`src/rtl/shift_engine_if.sv`:
```
// Command/status bundle for shift_engine: start handshake, operands,
// serial input and the register/progress outputs.
interface shift_engine_if #(
  parameter int WIDTH = 8,
  parameter int CNT_W = 4
);
  logic             start;
  logic [2:0]       op;
  logic [CNT_W-1:0] amount;
  logic [WIDTH-1:0] load_data;
  logic             sin;
  logic [WIDTH-1:0] q;
  logic             sout;
  logic             busy;
  logic             done;

  modport master (
    output start, op, amount, load_data, sin,
    input  q, sout, busy, done
  );

  modport slave (
    input  start, op, amount, load_data, sin,
    output q, sout, busy, done
  );
endinterface

```
`src/rtl/shift_engine.sv`:
```
// Multi-mode shift register with a sequencer that applies a latched
// shift op once per clock for a programmed count, or does a parallel load.
//
//   state | meaning
//   IDLE  | waiting for start; LOAD/HOLD/zero-count complete here
//   SHIFT | applying op_r once per edge until cnt reaches terminal count
module shift_engine #(
  parameter int WIDTH = 8,
  parameter int CNT_W = 4
) (
  input  logic          clk,
  input  logic          rst,
  shift_engine_if.slave bus
);

  localparam logic [2:0] OP_SHL  = 3'b001;
  localparam logic [2:0] OP_SHR  = 3'b010;
  localparam logic [2:0] OP_ASR  = 3'b011;
  localparam logic [2:0] OP_ROL  = 3'b100;
  localparam logic [2:0] OP_ROR  = 3'b101;
  localparam logic [2:0] OP_LOAD = 3'b110;

  localparam logic [CNT_W-1:0] CNT_ONE = {{(CNT_W-1){1'b0}}, 1'b1};

  typedef enum logic {IDLE, SHIFT} state_t;

  state_t           state, state_nxt;
  logic [CNT_W-1:0] cnt, cnt_nxt;
  logic [2:0]       op_r, op_nxt;
  logic [WIDTH-1:0] q_r, q_nxt;
  logic             sout_r, sout_nxt;
  logic             done_r, done_nxt;

  logic [WIDTH-1:0] shift_q;
  logic             shift_out;
  logic             is_shift;

  assign is_shift = (bus.op >= OP_SHL) && (bus.op <= OP_ROR);

  always_comb begin
    shift_q   = q_r;
    shift_out = sout_r;
    case (op_r)
      OP_SHL: begin
        shift_q   = {q_r[WIDTH-2:0], bus.sin};
        shift_out = q_r[WIDTH-1];
      end
      OP_SHR: begin
        shift_q   = {bus.sin, q_r[WIDTH-1:1]};
        shift_out = q_r[0];
      end
      OP_ASR: begin
        shift_q   = {q_r[WIDTH-1], q_r[WIDTH-1:1]};
        shift_out = q_r[0];
      end
      OP_ROL: begin
        shift_q   = {q_r[WIDTH-2:0], q_r[WIDTH-1]};
        shift_out = q_r[WIDTH-1];
      end
      OP_ROR: begin
        shift_q   = {q_r[0], q_r[WIDTH-1:1]};
        shift_out = q_r[0];
      end
      default: ;
    endcase
  end

  always_comb begin
    state_nxt = state;
    cnt_nxt   = cnt;
    op_nxt    = op_r;
    q_nxt     = q_r;
    sout_nxt  = sout_r;
    done_nxt  = 1'b0;
    case (state)
      IDLE: begin
        if (bus.start) begin
          if (is_shift && (bus.amount != '0)) begin
            op_nxt    = bus.op;
            cnt_nxt   = bus.amount;
            state_nxt = SHIFT;
          end else begin
            // LOAD, HOLD, reserved and zero-count all finish on the accept edge
            done_nxt = 1'b1;
            if (bus.op == OP_LOAD) q_nxt = bus.load_data;
          end
        end
      end
      SHIFT: begin
        q_nxt    = shift_q;
        sout_nxt = shift_out;
        cnt_nxt  = cnt - CNT_ONE;
        if (cnt == CNT_ONE) begin
          state_nxt = IDLE;
          done_nxt  = 1'b1;
        end
      end
      default: state_nxt = IDLE;
    endcase
  end

  always_ff @(posedge clk or posedge rst) begin
    if (rst) begin
      state  <= IDLE;
      cnt    <= '0;
      op_r   <= '0;
      q_r    <= '0;
      sout_r <= 1'b0;
      done_r <= 1'b0;
    end else begin
      state  <= state_nxt;
      cnt    <= cnt_nxt;
      op_r   <= op_nxt;
      q_r    <= q_nxt;
      sout_r <= sout_nxt;
      done_r <= done_nxt;
    end
  end

  assign bus.q    = q_r;
  assign bus.sout = sout_r;
  assign bus.busy = (state == SHIFT);
  assign bus.done = done_r;

endmodule

```
`src/flat_wrapper.sv`:
```
// flat-port wrapper written by rule: the top's interface ports become plain ports
module shift_engine_flat 
#(
  parameter int WIDTH = 8,
  parameter int CNT_W = 4
)
  (clk, rst, bus_start, bus_op, bus_amount, bus_load_data, bus_sin, bus_q, bus_sout, bus_busy, bus_done);
  shift_engine_if #(.WIDTH(WIDTH), .CNT_W(CNT_W)) bus_i ();
  input  logic clk;
  input  logic rst;
  input wire logic [$bits(bus_i.start)-1:0] bus_start;
  input wire logic [$bits(bus_i.op)-1:0] bus_op;
  input wire logic [$bits(bus_i.amount)-1:0] bus_amount;
  input wire logic [$bits(bus_i.load_data)-1:0] bus_load_data;
  input wire logic [$bits(bus_i.sin)-1:0] bus_sin;
  output wire logic [$bits(bus_i.q)-1:0] bus_q;
  output wire logic [$bits(bus_i.sout)-1:0] bus_sout;
  output wire logic [$bits(bus_i.busy)-1:0] bus_busy;
  output wire logic [$bits(bus_i.done)-1:0] bus_done;
  assign bus_i.start = bus_start;
  assign bus_i.op = bus_op;
  assign bus_i.amount = bus_amount;
  assign bus_i.load_data = bus_load_data;
  assign bus_i.sin = bus_sin;
  assign bus_q = bus_i.q;
  assign bus_sout = bus_i.sout;
  assign bus_busy = bus_i.busy;
  assign bus_done = bus_i.done;
  shift_engine #(.WIDTH(WIDTH), .CNT_W(CNT_W)) u_core (.clk(clk), .rst(rst), .bus(bus_i));
endmodule
```
`config.mk`:
```
export PLATFORM = sky130hd
export DESIGN_NAME = shift_engine_flat
export DESIGN_NICKNAME = d
export VERILOG_FILES = /design/src/rtl/shift_engine_if.sv /design/src/rtl/shift_engine.sv /design/src/flat_wrapper.sv
export SDC_FILE = /design/constraint.sdc
export NUM_CORES = 1
export LEC_CHECK = 0
export ABC_AREA = 1
export CAP_MARGIN = 10
export CELL_PAD_IN_SITES_DETAIL_PLACEMENT = 0
export CELL_PAD_IN_SITES_GLOBAL_PLACEMENT = 1
export CORE_ASPECT_RATIO = 0.75
export CORE_MARGIN = 1
export CORE_UTILIZATION = 36
export CTS_CLUSTER_DIAMETER = 120
export DETAILED_ROUTE_END_ITERATION = 6
export PLACE_DENSITY_LB_ADDON = 0.1
export SLEW_MARGIN = 20
export SYNTH_ARGS = -nofsm -noshare
export SYNTH_HDL_FRONTEND = slang
export SYNTH_SLANG_ARGS = --single-unit
```
`constraint.sdc`:
```
create_clock -name clk -period 2 [get_ports clk]
set_input_delay 0.4 -clock clk [delete_from_list [all_inputs] [get_ports clk]]
set_output_delay 0.4 -clock clk [all_outputs]
set_load 0.01 [all_outputs]
```
==> results_tabular.tex <==
% Table of physical implementation metrics
\begin{tabular}{lr}
\hline
Metric & Value \\
\hline
\multicolumn{2}{l}{\textbf{Critical path}} \\
Delay contributed by the slowest stage of the critical path & 570 ps \\
Critical Path, Cell by Cell & clkdlybuf4s50\_1 \\
Buf/Inv on CP & 1 \\
\multicolumn{2}{l}{\textbf{Yosys}} \\
Post-synthesis compound-gate area fraction & 0.0574 \\
Sequential cell area fraction in the yosys report & 0.390 \\
Mapped Nets & 192 \\
Synthesized flop and latch total & 18 \\
Unique masters post-synth & 21 \\
\multicolumn{2}{l}{\textbf{Pwr}} \\
Power of the clock network & around 0.00025 W \\
Sequential cell fraction of total power & 0.306 \\
Comb pwr & roughly 0.0015 W \\
Net Switching & 0.00115 W \\
Internal power component & 0.00130 W \\
\multicolumn{2}{l}{\textbf{STA}} \\
Shortest clock period the worst path allows after layout & 1650 ps \\
Number of pins exceeding their max-slew limit in the final report & 0 \\
Final count of negative-setup-slack endpoints & 0 \\
\multicolumn{2}{l}{\textbf{Final layout}} \\
Post-layout instance area & 0.00152 mm\^{}2 \\
Total inserted antenna cells & 0 \\
\multicolumn{2}{l}{\textbf{Floorplan}} \\
Die height & 51.1 um \\
\# rows & 17 \\
Effective utilization at floorplan & 0.385 \\
Well tap count & 38 \\
\multicolumn{2}{l}{\textbf{Clocking}} \\
Clock latency of the later-clocked register in the worst-skew pair & $\sim$250 ps \\
Maximum level of the CTS H-tree & 1 \\
\multicolumn{2}{l}{\textbf{Routing}} \\
Routed via count divided by cell count & 4.92 \\
Drt wl/cell & roughly 12 um \\
\multicolumn{2}{l}{\textbf{GRT}} \\
Routing layer with the top usage in global route & met2 \\
\multicolumn{2}{l}{\textbf{Run status}} \\
Outcome & complete, no violations \\
\hline
\end{tabular}
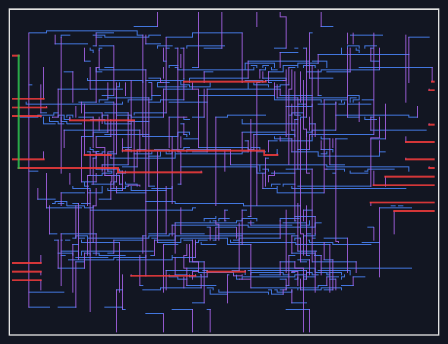
**Above:** wiring by layer.
| colour | layer | wire length |
|---|---|---|
| purple | met2 | 1230 um |
| red | met3 | 175 um |
| green | met4 | 17.7 um |
| blue | met1 | 1450 um |
GRT Resource Usage Total: 0.192
total length of routed wires: 2.87 mm

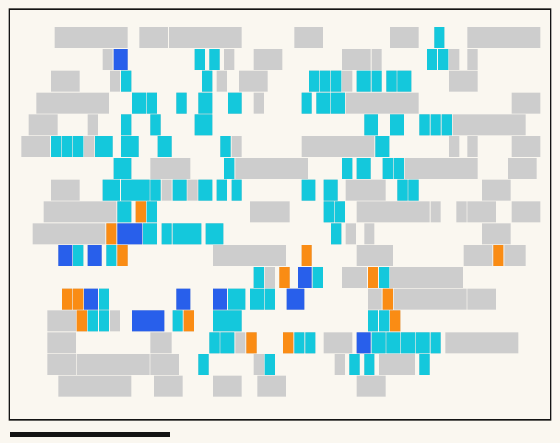
**Above:** logic cells by family.
The bar under the picture is 20 um long.
| colour | family | cells |
|---|---|---|
| blue | inverting AOI/OAI gates | 11 |
| cyan | NAND gates | 93 |
| orange | inverters | 15 |
multi-input combinational area share: 0.405
Cell Count, Final, Fillers Out: 238
most frequent logic cell in the layout: sky130_fd_sc_hd__nand2_1

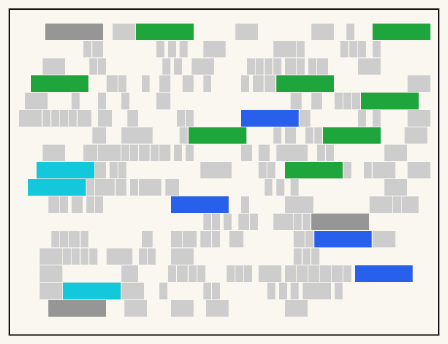
**Above:** register map, names as in the netlist.
| colour | signal | sequential cells |
|---|---|---|
| cyan | u_core.op_r | 3 |
| green | u_core.bus.q | 8 |
| blue | u_core.cnt | 4 |
not coloured: 3
Sequential Area: 450 um^2
fin util: 0.505
share of cell area taken by flip-flops and latches: 0.297
Seq power: 0.000752 W

Power figures rest on the tool's default switching activity, not on a simulated workload.
